Run 1, placement by cell class:
Drawn at 4 px/µm. Fill, decap, tap and diode cells in gray.
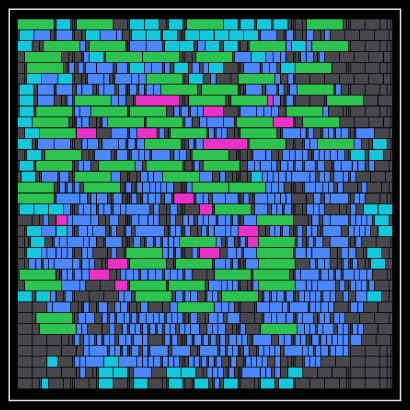
Run 1, PDN straps and rails:
Drawn at 4 px/µm. Pins as bars on the die edge. Tap cells in gray.
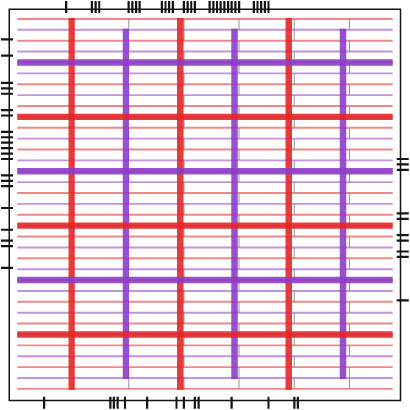
Run 1, wiring by layer:
Drawn at 4 px/µm.
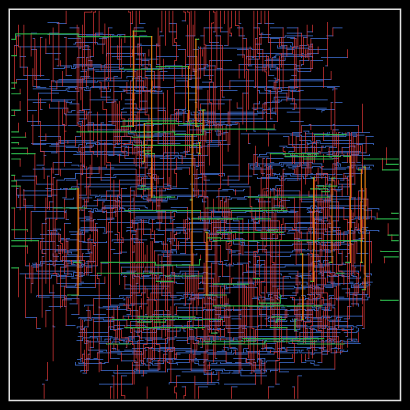
==> config.mk <==
export PLATFORM = sky130hd
export DESIGN_NAME = sample_stream_fsm_flat
export DESIGN_NICKNAME = d
export VERILOG_FILES = /design/src/rtl/sample_stream_fsm_if.sv /design/src/rtl/sample_stream_fsm.sv /design/src/flat_wrapper.sv
export SDC_FILE = /design/constraint.sdc
export NUM_CORES = 1
export LEC_CHECK = 0
export ABC_AREA = 1
export CAP_MARGIN = 0
export CORE_MARGIN = 1.5
export CORE_UTILIZATION = 55
export CTS_CLUSTER_SIZE = 25
export DETAILED_ROUTE_END_ITERATION = 10
export HOLD_SLACK_MARGIN = 0.06
export PLACE_DENSITY = 0.81
export SYNTH_ARGS = -nofsm -noshare
export SYNTH_HDL_FRONTEND = slang
export SYNTH_SLANG_ARGS = --single-unit
export TNS_END_PERCENT = 20
==> constraint.sdc <==
create_clock -name clk -period 3.7 [get_ports clk]
set_clock_uncertainty 0.1 [all_clocks]
set_input_delay 0.37 -clock clk [delete_from_list [all_inputs] [get_ports clk]]
set_output_delay 0.37 -clock clk [all_outputs]
set_load 0.05 [all_outputs]
==> summary.txt, run 1 <==
Numbers from the implementation run.

The post-synthesis register bit count is 73. The data arrival time of the critical path is 2.85 ns. The layout report gives the multi-input gate share of total cell area as 45.9%.

For this run, the slowest stage of the critical path takes 0.55 ns. Sequential cells were found to cover 37.2% of the synthesized design area. Of the combinational cells, the family taking the most area is simple AND/OR/NAND/NOR gates. Sorting the synthesized cells by how often they occur yields 184 x nand2_1, 77 x nor2_1, 73 x dfrtp_1.

The instance count on the critical path is 10. After synthesis, the design contains 659 cells according to Yosys. The flow ran to the end, and the final reports show no timing, DRC or antenna violations.

The synthesized design contains 0 enable-type register cells. The leakage component of the power was reported as 2.96 nW. The clock tree from TritonCTS is done.

The via count of the first global-routing pass is 4560. The number of clock buffers added by TritonCTS is 9. The largest fanout on the critical path is 21. Dividing the detail-routed via count by the number of cells gives 5.52. The netlist area before placement is 4900 µm². The final worst hold slack is 0.111 ns.

Entering global routing, the biggest net connects 74 pins.
-- 'placement by cell class' (at the start) --
Key: all other logic = blue [cells 572, share of their area 52%]; flops = green [cells 73, share of their area 32%]; other buffers and delay cells = cyan [cells 77, share of their area 13%]; clock drivers and dummy loads = magenta [cells 16, share of their area 3.8%]
final standard cell utilization of the core: 68.3%
Placeable Area: 8680 µm²
cell row count: 34
Final Instance Area: 5920 µm²
share of the final layout cell area in sequential cells: 30.8%

-- 'PDN straps and rails' (at the start) --
Key: VDD = purple; VSS = red
75 signal pins sit on the boundary. 6 straps on met4.
width of the die: 97.4 µm
DIE HEIGHT: 97.4 µm
IR drop worst, VDD: 0.000559 V

-- 'wiring by layer' (at the start) --
Key: met3 = green [wire length 758 µm]; met2 = red [wire length 6010 µm]; met1 = blue [wire length 5450 µm]; met4 = orange [wire length 335 µm]
total routing usage reported by global routing: 27.8%
WL/cell: 14.8 µm
total length of routed wires: 12500 µm
detailed-route via count: 4673

Run 1, clock distribution:
Drawn at 4 px/µm.
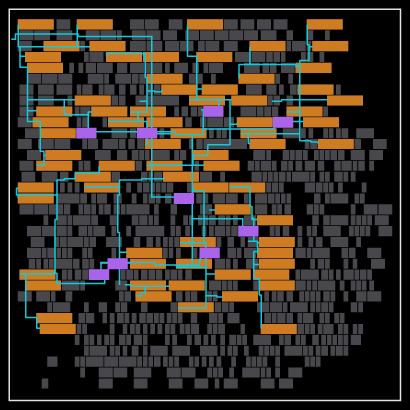

==> inputs of run 2 (changes only) <==
==> constraint.sdc (replaced) <==
create_clock -name clk -period 2.7 [get_ports clk]
set_clock_uncertainty 0.1 [all_clocks]
set_input_delay 0.27 -clock clk [delete_from_list [all_inputs] [get_ports clk]]
set_output_delay 0.27 -clock clk [all_outputs]
set_load 0.05 [all_outputs]
Run 2, clock distribution:
Drawn at 4 px/µm.
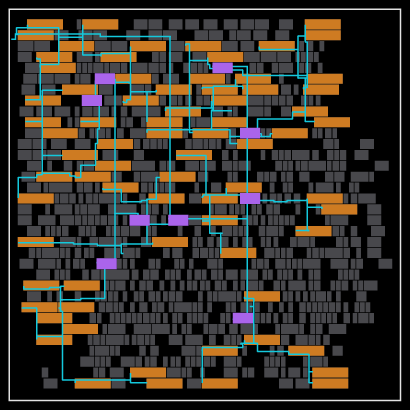
Key: cells driving clock nets = purple [count 9]; clock wires = cyan [length 996 µm]; flip-flops = orange [count 73]
There are 10 routed clock nets.
Clock Power Share: 10.1%
clock insertion delay at the later pin of the skew report: 0.36 ns
power consumed by the clock network: 785 µW

==> summary.txt, run 2 <==
Numbers from the implementation run.

Summing the areas of all fa, ha and maj instances in the mapped netlist gives 7.04% of the synthesized area. The die height is 97.4 µm. For this design the static power due to leakage is 3.00 nW. The post-synth register bit count is 73. The floorplan row count is 34.

The commonest cells after synthesis are 184 x nand2_1, 77 x nor2_1, 73 x dfrtp_1. After routing the design area is 5980 µm². The die width is 97.4 µm.

Max fanout on the critical path was recorded as 13. The final wirelength is 12600 µm. At the end of the flow the core is filled with cells to 68.9%. The maximum vdd drop is 0.000755 V. The multi-input gate share of total cell area is 45.5%. For the worst setup path, the data arrival time is 2.55 ns. The synth_stat.txt file lists the number of cells as 659. The detailed-route wire length on metal 1 is 5780 µm. The critical path runs through a total of 10 cells. Yosys shows that the main logic family after synthesis is simple AND/OR/NAND/NOR gates. The signal on the critical path passes through buf_4 > ha_1 > nand2_1 > inv_1 > nand2_1 > nor2_1 > nand3b_1 > nand4_1 > nand3_1 > a21oi_2.

Overall routing resource usage recorded by global route was 27.1%. Entering global routing, the biggest net connects 34 pins. Per the layout area report, the sequential fraction of cell area is 30.6%. The flow ran to the end, and the final reports show no timing, DRC or antenna violations. The number of enable-type register cells in the synthesized netlist is 0. The critical path's largest stage delay is 0.45 ns.

The routed layout has 4701 vias. The core region area is 8680 µm². Counting the buffers created by CTS gives 9. The proportion of synthesized chip area in sequential cells is 37.2%. The netlist area before placement is 4900 µm². The vias per cell is 5.49.
Power and IR drop assume default switching activity.
